--- src/rtl/quick_sort_frame_ctrl.sv ---
// Frame sequencer around the quick-sort engine: loads a frame into the shared RAM,
// kicks the engine over [0, N-1], then streams the sorted words back out.
module quick_sort_frame_ctrl #(
   parameter int unsigned WORD_SIZE  = 16,
   parameter int unsigned DEPTH      = 32,
   parameter int unsigned ADDR_WIDTH = 5
) (
   input  logic                  clk,
   input  logic                  rst_n,
   input  logic [WORD_SIZE-1:0]  in_data,
   input  logic                  in_valid,
   input  logic                  in_last,
   output logic                  in_ready,
   output logic [WORD_SIZE-1:0]  out_data,
   output logic                  out_valid,
   output logic                  out_last,
   input  logic                  out_ready,
   output logic                  sort_start,
   output logic [WORD_SIZE-1:0]  sort_lo,
   output logic [WORD_SIZE-1:0]  sort_hi,
   input  logic                  sort_done,
   output logic [ADDR_WIDTH-1:0] mem_addr,
   output logic [WORD_SIZE-1:0]  mem_wdata,
   output logic                  mem_we,
   output logic                  mem_re,
   input  logic [WORD_SIZE-1:0]  mem_rdata,
   output logic                  busy,
   output logic [ADDR_WIDTH:0]   frame_len
);

   localparam int unsigned LEN_WIDTH = ADDR_WIDTH + 1;
   localparam logic [ADDR_WIDTH-1:0] LAST_IDX = ADDR_WIDTH'(DEPTH - 1);

   typedef enum logic [2:0] {
      S_LOAD,
      S_SORT_START,
      S_SORT_WAIT,
      S_UNLOAD_RD,
      S_UNLOAD_CAP,
      S_UNLOAD_HOLD
   } state_t;

   state_t                 state, state_nxt;
   logic [ADDR_WIDTH-1:0]  count, count_nxt;
   logic [ADDR_WIDTH-1:0]  rd_idx, rd_idx_nxt;
   logic [LEN_WIDTH-1:0]   frame_len_nxt;
   logic [WORD_SIZE-1:0]   sort_hi_nxt;
   logic [WORD_SIZE-1:0]   out_data_nxt;
   logic                   out_valid_nxt;
   logic                   out_last_nxt;

   // Engine always sorts from the bottom of the array.
   assign sort_lo = '0;

   // State and datapath registers.
   always_ff @(posedge clk) begin
      if (!rst_n) begin
         state     <= S_LOAD;
         count     <= '0;
         rd_idx    <= '0;
         frame_len <= '0;
         sort_hi   <= '0;
         out_data  <= '0;
         out_valid <= 1'b0;
         out_last  <= 1'b0;
      end else begin
         state     <= state_nxt;
         count     <= count_nxt;
         rd_idx    <= rd_idx_nxt;
         frame_len <= frame_len_nxt;
         sort_hi   <= sort_hi_nxt;
         out_data  <= out_data_nxt;
         out_valid <= out_valid_nxt;
         out_last  <= out_last_nxt;
      end
   end

   // Next-state, next-register values and combinational RAM/stream controls.
   always_comb begin
      state_nxt     = state;
      count_nxt     = count;
      rd_idx_nxt    = rd_idx;
      frame_len_nxt = frame_len;
      sort_hi_nxt   = sort_hi;
      out_data_nxt  = out_data;
      out_valid_nxt = out_valid;
      out_last_nxt  = out_last;
      in_ready      = 1'b0;
      sort_start    = 1'b0;
      mem_addr      = '0;
      mem_wdata     = '0;
      mem_we        = 1'b0;
      mem_re        = 1'b0;

      case (state)
         S_LOAD: begin
            in_ready = 1'b1;
            if (in_valid) begin
               mem_we    = 1'b1;
               mem_addr  = count;
               mem_wdata = in_data;
               count_nxt = count + ADDR_WIDTH'(1);
               // Frame closes on in_last or when the array is full.
               if (in_last || (count == LAST_IDX)) begin
                  frame_len_nxt = LEN_WIDTH'(count) + LEN_WIDTH'(1);
                  sort_hi_nxt   = WORD_SIZE'(count);
                  rd_idx_nxt    = '0;
                  state_nxt     = (count == '0) ? S_UNLOAD_RD : S_SORT_START;
               end
            end
         end

         S_SORT_START: begin
            sort_start = 1'b1;
            state_nxt  = S_SORT_WAIT;
         end

         S_SORT_WAIT: begin
            if (sort_done) begin
               state_nxt = S_UNLOAD_RD;
            end
         end

         S_UNLOAD_RD: begin
            mem_re    = 1'b1;
            mem_addr  = rd_idx;
            state_nxt = S_UNLOAD_CAP;
         end

         S_UNLOAD_CAP: begin
            out_data_nxt  = mem_rdata;
            out_valid_nxt = 1'b1;
            out_last_nxt  = (LEN_WIDTH'(rd_idx) + LEN_WIDTH'(1)) == frame_len;
            state_nxt     = S_UNLOAD_HOLD;
         end

         S_UNLOAD_HOLD: begin
            if (out_ready) begin
               out_valid_nxt = 1'b0;
               if (out_last) begin
                  count_nxt  = '0;
                  rd_idx_nxt = '0;
                  state_nxt  = S_LOAD;
               end else begin
                  rd_idx_nxt = rd_idx + ADDR_WIDTH'(1);
                  state_nxt  = S_UNLOAD_RD;
               end
            end
         end

         default: begin
            state_nxt = S_LOAD;
         end
      endcase

      busy = !((state == S_LOAD) && (count == '0));
   end

endmodule

--- config.mk ---
export PLATFORM = sky130hd
export DESIGN_NAME = quick_sort_frame_ctrl
export DESIGN_NICKNAME = d
export VERILOG_FILES = /design/src/rtl/quick_sort_frame_ctrl.sv
export SDC_FILE = /design/constraint.sdc
export NUM_CORES = 1
export LEC_CHECK = 0
export CORE_MARGIN = 4
export CORE_UTILIZATION = 40
export DETAILED_ROUTE_END_ITERATION = 6
export PLACE_DENSITY = 0.89
export SLEW_MARGIN = 10
export SYNTH_ARGS = -nofsm -noshare
export SYNTH_HDL_FRONTEND = slang
export SYNTH_SLANG_ARGS = --single-unit
--- constraint.sdc ---
create_clock -name clk -period 2.1 [get_ports clk]
set_input_delay 0.42 -clock clk [delete_from_list [all_inputs] [get_ports clk]]
set_output_delay 0.42 -clock clk [all_outputs]
set_load 0.1 [all_outputs]
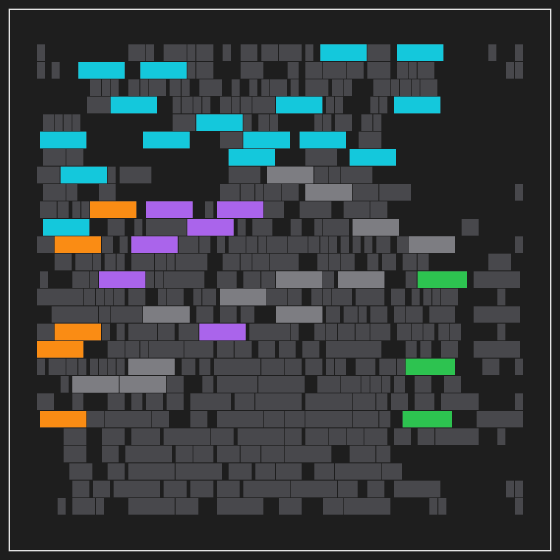
**Above:** run 1 (sequential cells grouped by signal name).
Other sequential cells in the stronger grey, the rest of the logic in the fainter grey.
Key: sort_hi = orange [flops 5]; frame_len = purple [flops 6]; state = green [flops 3]; out_data = cyan [flops 16]

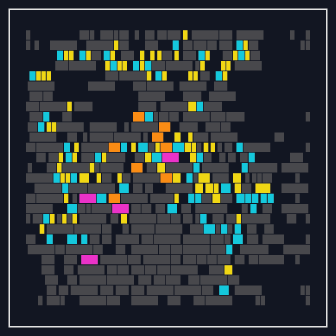
**Above:** run 1 (gate families picked out).
Key: adder and majority cells = magenta [cells 4]; inverting AOI/OAI gates = cyan [cells 57]; XOR/XNOR gates = orange [cells 8, where centre]; NAND gates = yellow [cells 73]
post-route non-filler standard cell count: 477
most frequent standard cell in the layout excluding fill and tap cells: sky130_fd_sc_hd__nand2_1

==> datasheet_impl.txt, run 1 <==
Physical design parameters

Parameter                              Value

Status
  Run status    completed

Synthesis
  Yosys cell count    299
  Top FF cell, synth    sky130_fd_sc_hd__dfxtp_1
  Synth logic family    simple AND/OR/NAND/NOR gates
  Commonest cells in the synthesized netlist    sky130_fd_sc_hd__nand2_1 (57), sky130_fd_sc_hd__dfxtp_1 (42), sky130_fd_sc_hd__a21oi_1 (36), sky130_fd_sc_hd__buf_4 (27), sky130_fd_sc_hd__and2_1 (17)
  Warning count from the yosys run    0
  Sequential cell area fraction in the yosys report    36.2%
  Synthesized-area fraction occupied by and/or/nand/nor cells    26.5%

Die
  Init Core Util    41.7%
  Die Outline Area    7090 µm²

Clocking
  Longest Clk Path Bufs    2
  Clock buffer count from CTS    5

Power and ir drop
  VDD IR max    0.491 mV

Worst setup path
  Depth of the worst register-to-register path    8
  Slowest library cell on the worst path    sky130_fd_sc_hd__dfxtp_2

Job
  Number of warnings in the stage logs    28
  Number of maximum-capacitance violations    0

Global route
  Global-route usage over all layers    a little under a fifth
  Number of antenna violations at the first check in global routing    0

Final layout
  Post-Layout Inst Area    3780 µm²

Routing
  Per-cell routed wire length    14.9 µm
  Avg Vias per Cell    5.05
  Number of vias in the routed layout    between 2000 and 2500

STA
  Time the worst path needs with I/O delays and setup    2.06 ns
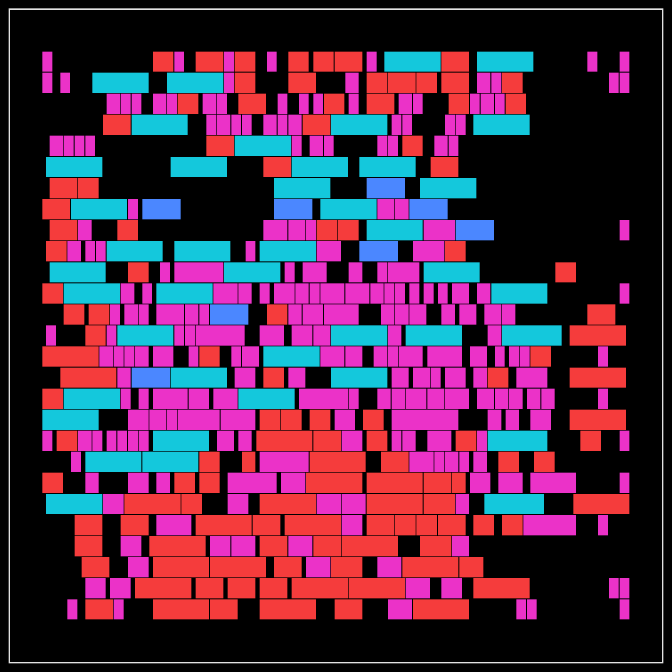
**Above:** run 1 (placed cells, one colour a class).
Key: other buffers and delay cells = red [cells 119]; flops = cyan [cells 42]; combinational and other logic = magenta [cells 236]; clock drivers and dummy loads = blue [cells 8]
Std-Cell Core Area: 5570 µm²
standard-cell row count: 27

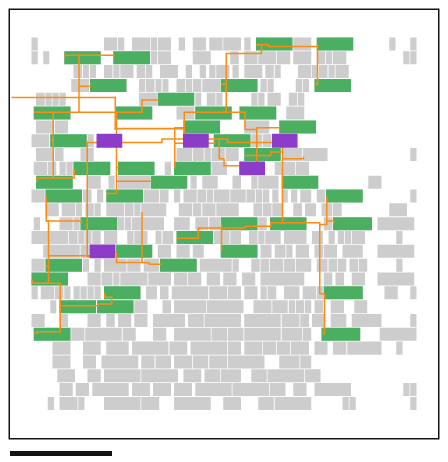
**Above:** run 1 (clock network drawn from the DEF).
Bar = 20 µm.
Key: flip-flops = green [count 42]; clock drivers = purple [count 5]; clock wires = orange [length 505 µm]
There are 6 routed clock nets.
clock skew: 0.00469 ns
clock-net power: 0.606 mW
relative contribution of the clock network to total power: 19.7%

[run 1: sequential cells by signal, summed over array words and instances (netlist names)]
name / count
frame_len: 6
sort_hi: 5
count: 5
rd_idx: 5
out_data: 16
state: 3
out_valid: 1
out_last: 1
[run 1: worst max-delay path by stage]
| stage | startpoint | end | slack, ns | cells after the start |
|---|---|---|---|---|
| 2_1_floorplan | state[0]$_SDFFE_PN0P_ | busy | -0.14 | 4 |
| 3_3_place_gp | in_valid | count[3]$_SDFFE_PN0P_ | -0.03 | 6 |
| 3_5_place_dp | in_valid | count[3]$_SDFFE_PN0P_ | -0.15 | 6 |
| 4_1_cts | state[1]$_SDFFE_PN0P_ | mem_wdata[14] | 0.05 | 4 |
| 5_1_grt | state[1]$_SDFFE_PN0P_ | mem_wdata[0] | -0.01 | 5 |
| 6_report | state[1]$_SDFFE_PN0P_ | mem_wdata[0] | 0.04 | 5 |
[run 1: logic make-up (layout without fill, tap and decap cells)]
logic type      count (synthesis)  in the layout
simple gates                  122            122
xor+xnor                        8              8
buf+inv                        52            132
mux                             1              1
flops                          42             42
compound gates                 69             69
fa+ha+maj                       4              4
other cells                     1             27
[run 1: per-stage QoR]
step	hold slack, ns	util, %
after floorplan	0.496	-
after global placement	0.443	64.9
after detailed placement	0.447	64.9
after CTS	0.458	67.3
after global routing	0.482	67.8
final	0.457	67.8
[run 1: area by class of cell]
class / instances / area [µm²] / share of cell area, %
timing repair buffer: 119 / 1330 / 35.2
sequential: 42 / 845 / 22.4
inverter: 5 / 18.8 / 0.497
clock buffer: 8 / 110 / 2.91
tap: 72 / 90.1 / 2.38
multi-input combinational: 231 / 1390 / 36.7
[run 1: routing by layer]
layer | vias to the layer above | wire [µm] | GRT usage, %
met5 | - | 0 | 0
met4 | 0 | 95 | 4.24
met3 | 12 | 393 | 3.43
met2 | 84 | 3710 | 33.6
met1 | 1147 | 2890 | 23.4
li1 | 1164 | - | -
[run 1: timing repair]
| item | in CTS | in global routing |
|---|---|---|
| setup endpoints to repair | 23 | 17 |
| gates resized | 6 | 2 |
| pin swaps | 0 | 1 |
| buffers inserted | 0 | 3 |
| cloned | 1 | 1 |
| hold buffers | 0 | 0 |
[run 1: where the power goes]
part           total (mW)  switching (mW)  internal (mW)
clock network       0.606           0.274          0.332
logic                1.61            1.08          0.530
registers           0.867          0.0392          0.828
total                3.08            1.39           1.69
[run 1: critical path, delay by kind of cell, from the launching register on]
family,cells,cell delay (ns)
buffers and inverters,3,0.51
and+or+nand+nor,2,0.45
DFF,1,0.37
**Run 1: clock nets**

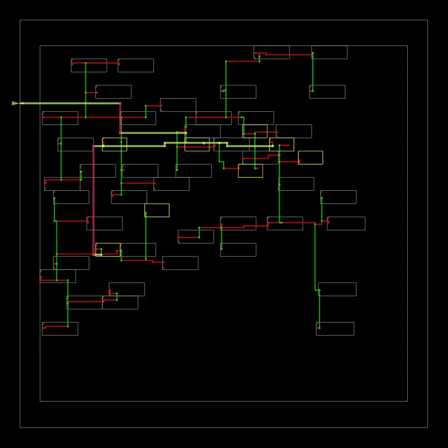

==> run 1 -> run 2 <==
==> constraint.sdc (replaced) <==
create_clock -name clk -period 2.1 [get_ports clk]
set_input_delay 0.525 -clock clk [delete_from_list [all_inputs] [get_ports clk]]
set_output_delay 0.525 -clock clk [all_outputs]
set_load 0.1 [all_outputs]
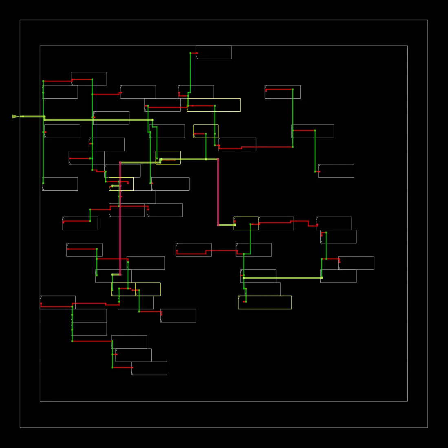
**Above:** run 2 (clock nets).
Late-Pin Clk Latency: 0.29 ns
clock skew: 0.00299 ns
number of sinks handled by clock tree synthesis: 42
clock-net power: 0.786 mW

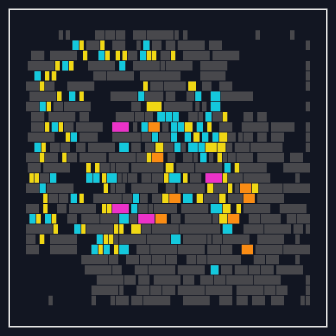
**Above:** run 2 (gate families picked out).
Key: XOR/XNOR gates = orange [cells 8]; adder and majority cells = magenta [cells 4, where centre]; inverting AOI/OAI gates = cyan [cells 57]; NAND gates = yellow [cells 73]
fraction of area in multi-input gates: 36.3%
post-route non-filler standard cell count: 476

==> run 2 against run 1 <==
  * The flow now finishes with violations (setup timing)
  * Largest cell class unchanged
  * Worst hold slack about the same
  * Count of clock-buffer cells in the layout fell by 2
  * Sequential power about the same
  * Largest power group unchanged
  * Flip-flop count stayed put
  * Via count decreased by 0.46%
==> datasheet_impl.txt, run 2 <==
Physical design parameters

Parameter                              Value

Status
  Run status    finished with violations
  Failing checks    setup timing

Clocking
  Longest Clk Path Bufs    2 (unchanged)

Power and ir drop
  Switching power share of the total    42.4% (-2.8 points)
  Net Switching    1.41 mW (+1.1%)
  Sequential group share of total power    26.1% (-2.0 points)
  Internal Dissipation    1.91 mW (+13%)
  VDD IR max    0.482 mV (-1.8%)
  Relative contribution of the clock network to total power    23.7% (+4.0 points)
  Share of total power in combinational logic    50.2% (-2.0 points)

Final layout
  Share of the core filled with cells in the final layout    69.5% (+1.7 points)
  Most frequent standard cell in the layout excluding fill and tap cells    sky130_fd_sc_hd__nand2_1
  Register with the most flip-flops    out_data
  Registers with the most flip-flops    out_data: 16 flops, frame_len: 6 flops
  Largest register FFs    16 (unchanged)

Synthesis
  Sequential cell area fraction in the yosys report    36.2% (unchanged)
  Warning count from the yosys run    0 (unchanged)
  Yosys cell count    299 (unchanged)

Routing
  Avg Vias per Cell    5.03 (-0.25%)
  Number of vias in the routed layout    2396 (-0.46%)

Global route
  Number of antenna violations at the first check in global routing    0 (unchanged)
  Global-route usage over all layers    19.2% (+0.34 points)

Worst setup path
  Slowest library cell on the worst path    sky130_fd_sc_hd__nor4b_4
  Last element of the critical path    mem_wdata[7]
  Worst Setup SP    state[0]$_SDFFE_PN0P_
  Depth of the worst register-to-register path    8 (unchanged)

Job
  Number of maximum-capacitance violations    0 (unchanged)
  Number of warnings in the stage logs    30 (+7.1%)

STA
  Setup violation total in the final timing report    22
  Final critical-path setup slack    -0.127 ns
  Worst hold slack after final layout    0.457 ns (-0.000426 ns)
  Time the worst path needs with I/O delays and setup    2.23 ns (+0.164 ns)

Die
  Die Outline Area    7090 µm² (unchanged)
  Std-Cell Core Area    5570 µm² (unchanged)
  Init Core Util    41.7% (unchanged)
## run 2: cell types whose count changed in the layout (fill, tap and decap cells not counted), sizes merged
| cell | before | now |
|---|---|---|
| dlygate4sd2 | 1 | 0 |
| bufinv | 0 | 2 |
| clkdlybuf4s15 | 0 | 1 |
| buf | 81 | 80 |
| clkbuf | 9 | 7 |
## run 2: stage by stage
stage	instance area, µm²	setup slack [ns]
finish	3870	-0.127
CTS	3830	-0.208
global placement	3600	-0.241
global route	3870	-0.184
detailed placement	3600	-0.260
floorplan	2550	-0.244
## run 2: worst min-delay path by stage
stage	from	cells past startpoint	slack [ns]	to
floorplan	count[1]$_SDFFE_PN0P_	2	0.49	sort_hi[1]$_SDFFE_PN0P_
CTS	out_data[0]$_SDFFE_PN0P_	2	0.46	out_data[0]$_SDFFE_PN0P_
global route	sort_hi[0]$_SDFFE_PN0P_	2	0.48	sort_hi[0]$_SDFFE_PN0P_
detailed placement	out_data[0]$_SDFFE_PN0P_	2	0.45	out_data[0]$_SDFFE_PN0P_
finish	out_data[8]$_SDFFE_PN0P_	2	0.46	out_data[8]$_SDFFE_PN0P_
global placement	out_data[14]$_SDFFE_PN0P_	2	0.44	out_data[14]$_SDFFE_PN0P_
## run 2: cell families (layout without fill, tap and decap cells)
| group | Yosys count | in the layout | synth area share (%) |
|---|---|---|---|
| other cells | 1 | 27 | 0.161 |
| compound gates | 69 | 69 | 18.5 |
| buf+inv | 52 | 131 | 13.1 |
| mux | 1 | 1 | 0.431 |
| flops | 42 | 42 | 36.2 |
| simple gates | 122 | 122 | 26.5 |
| xor+xnor | 8 | 8 | 3.02 |
| fa+ha+maj | 4 | 4 | 2.16 |
## run 2: final cells by class
cell class | count | area [µm²] | area share (%)
clock buffers | 6 | 82.6 | 2.13
clock inverters | 2 | 60.1 | 1.55
well taps | 72 | 90.1 | 2.33
repair buffers | 118 | 1370 | 35.3
multi-input cells | 231 | 1410 | 36.3
inverters | 5 | 18.8 | 0.485
flip-flops and latches | 42 | 848 | 21.9
## run 2: power by group through the flow
| stage | clock network (mW) | registers, mW | logic [mW] |
|---|---|---|---|
| finish | 0.786 | 0.866 | 1.67 |
| global route | 0.839 | 0.870 | 1.72 |
| CTS | 0.794 | 0.863 | 1.64 |
| detailed placement | 0 | 0.880 | 1.57 |
| global placement | 0 | 0.878 | 1.55 |
| floorplan | 0 | 0.996 | 1.01 |
## run 2: critical path: cells and delay by family (launching register included)
family,cells,cell delay [ns]
simple gates,2,0.56
flops,1,0.36
buf+inv,3,0.48
## run 2: metal layers
layer | vias up | GRT usage [%] | routed length, µm
met2 | 91 | 34.3 | 3840
met1 | 1135 | 22.9 | 2800
met4 | 0 | 3.80 | 63
met3 | 9 | 5.30 | 511
met5 | - | 0 | 0
li1 | 1161 | - | -
## run 2: timing repair
action	4_1_cts	5_1_grt
cloned	1	0
buffers inserted	4	1
setup endpoints to repair	24	32
resized	12	14
pin swaps	4	8
**Run 2: placed cells, one colour a class**

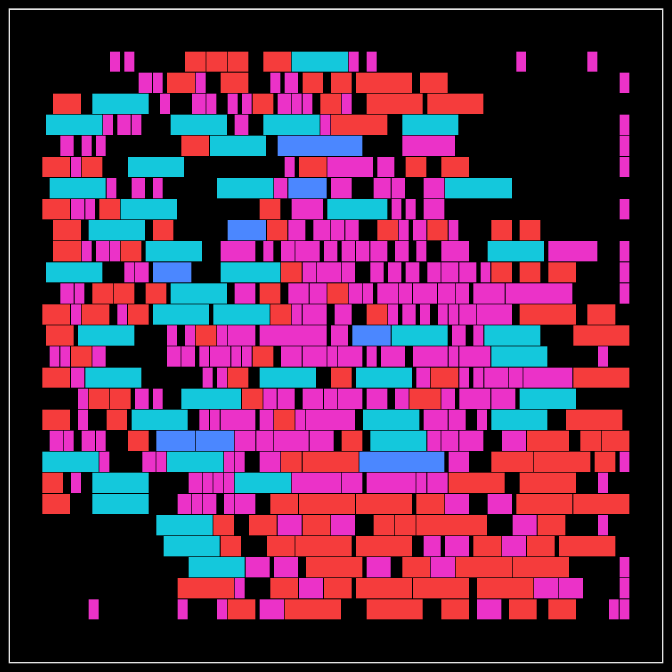

==> run 2 -> run 3 <==
- RECOVER_POWER: unset -> 25
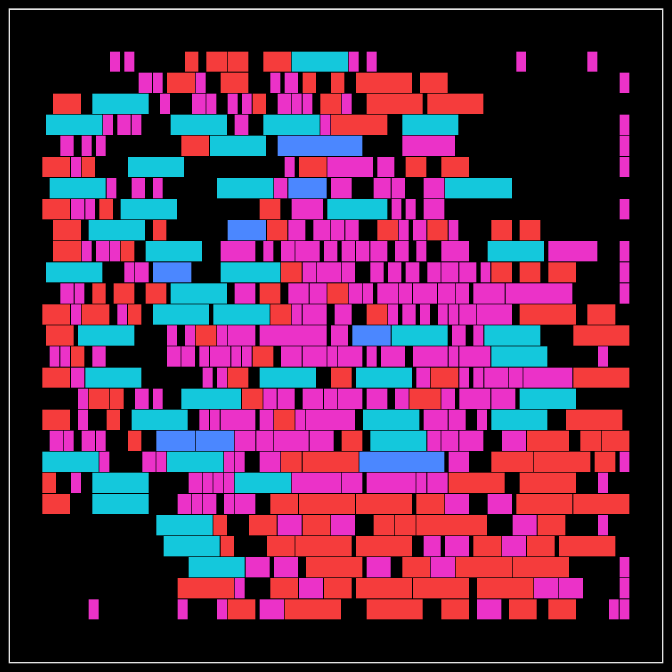
**Above:** run 3 (placed cells, one colour a class).
Key: clock drivers and dummy loads = blue [cells 8]; flops = cyan [cells 42]; combinational and other logic = magenta [cells 236]; other buffers and delay cells = red [cells 118]
fraction of area in registers: 22.1%
Post-Layout Inst Area: 3830 µm²
share of the core filled with cells in the final layout: 68.7%

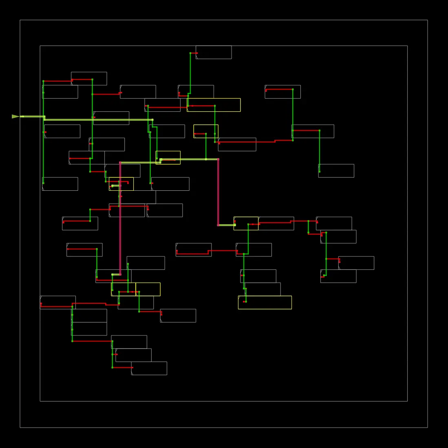
**Above:** run 3 (clock nets).
number of clock-tree buffers in the layout: 6
number of sequential storage elements: 42
clock-net power: 0.782 mW

==> run 3 against run 2 <==
  * The run still ends with setup timing left
  * Sequential share of layout area up 0.24 points
  * Combinational power hardly changed
  * Critical path depth is the same
  * Clock skew grew 0.0015 ns
  * Utilization down 0.76 points
  * Clock power shrank 0.5%
  * Global-route usage is the same
  * Synthesized cell count is the same
  * Cell count stayed put
  * Largest power group unchanged
==> datasheet_impl.txt, run 3 <==
Physical design parameters

Parameter                              Value

Final layout
  Area taken by multi-input logic gates    1410 µm² (unchanged)
  Register with the most flip-flops    out_data
  Registers with the most flip-flops    out_data: 16 flops, frame_len: 6 flops

Synthesis
  Yosys cell count    299 (unchanged)
  Sequential cell area fraction in the yosys report    36.2% (unchanged)
  Warning count from the yosys run    0 (unchanged)

Status
  Run status    finished with violations
  Failing checks    setup timing

Routing
  Number of vias in the routed layout    2411 (+0.63%)

Global route
  Global-route usage over all layers    19.2% (unchanged)
  Number of antenna violations at the first check in global routing    0 (unchanged)

STA
  Setup violation total in the final timing report    22 (unchanged)
  Time the worst path needs with I/O delays and setup    2.22 ns (-0.00325 ns)
  Clock skew    0.00448 ns (+0.00149 ns)
  Final critical-path setup slack    -0.124 ns (+0.00325 ns)

Clocking
  Number of sinks handled by clock tree synthesis    42 (unchanged)
  Longest Clk Path Bufs    2 (unchanged)

Placed design
  Pre-CTS worst setup slack    -0.260 ns (unchanged)

Job
  Number of maximum-capacitance violations    0 (unchanged)

Die
  Init Core Util    41.7% (unchanged)

Power and ir drop
  VDD IR max    0.480 mV (-0.33%)
[run 3: cell type report]
type	instances	area share (%)
timing repair buffer	118	34.5
tap	72	2.35
sequential	42	22.1
clock inverter	2	1.57
multi-input combinational	231	36.8
inverter	5	0.490
clock buffer	6	2.16
[run 3: cells by family (layout without fill, tap and decap cells)]
kind of cell	count (synthesis)	in the layout	synth area share, %
AOI/OAI and AO/OA	69	69	18.5
DFF	42	42	36.2
adders and majority gates	4	4	2.16
and+or+nand+nor	122	122	26.5
muxes	1	1	0.431
xor gates and xnor gates	8	8	3.02
buffers and inverters	52	131	13.1
other	1	27	0.161
[run 3: layer usage]
layer	vias up	global-route usage, %	share of wire, %	routed length (µm)
met4	0	3.80	0.58	42
li1	1161	-	-	-
met2	103	34.3	54	3870
met3	7	5.30	7.4	531
met5	-	0	0	0
met1	1140	22.9	38	2740
[run 3: final timing paths]
path                             from                        end  slack (ns)  cells after the start
max reg2reg     state[0]$_SDFFE_PN0P_  frame_len[5]$_SDFFE_PN0P_        0.11                      8
max             state[0]$_SDFFE_PN0P_               mem_wdata[7]       -0.12                      5
min          out_data[8]$_SDFFE_PN0P_   out_data[8]$_SDFFE_PN0P_        0.46                      2
min reg2reg  out_data[8]$_SDFFE_PN0P_   out_data[8]$_SDFFE_PN0P_        0.46                      2
[run 3: timing repair]
action                                 in CTS  in global routing
gates cloned                                1                  0
hold buffers                                0                  0
gates resized                              12                 14
endpoints found under the hold margin       0                  0
pin swaps                                   4                  8
setup buffers                               4                  1
setup endpoints to repair                  24                 32
[run 3: worst max-delay path, cell delays in order (launching register included)]
cell,delay [ns]
sky130_fd_sc_hd__dfxtp_4,0.36
sky130_fd_sc_hd__nor4b_4,0.40
sky130_fd_sc_hd__buf_4,0.19
sky130_fd_sc_hd__buf_12,0.13
sky130_fd_sc_hd__and2_4,0.16
sky130_fd_sc_hd__buf_12,0.16
[run 3: where the power goes]
group          switching, mW  internal (mW)  leakage (nW)  total (mW)
clock                  0.275          0.507        0.0714       0.782
sequential            0.0366          0.829         0.341       0.866
combinational           1.09          0.572          1.19        1.66
total                   1.40           1.91          1.60        3.31
[run 3: per-stage QoR]
stage                     total power [mW]  cells  cell area, µm²  hold WS (ns)
after floorplan                       2.01    325            2550         0.486
after global placement                2.43    462            3600         0.442
after detailed placement              2.45    462            3600         0.447
after CTS                             3.30    475            3830         0.459
after global routing                  3.42    476            3830         0.480
final                                 3.31    476            3830         0.455
No activity file was given, so power comes from the tool's default toggle rates.
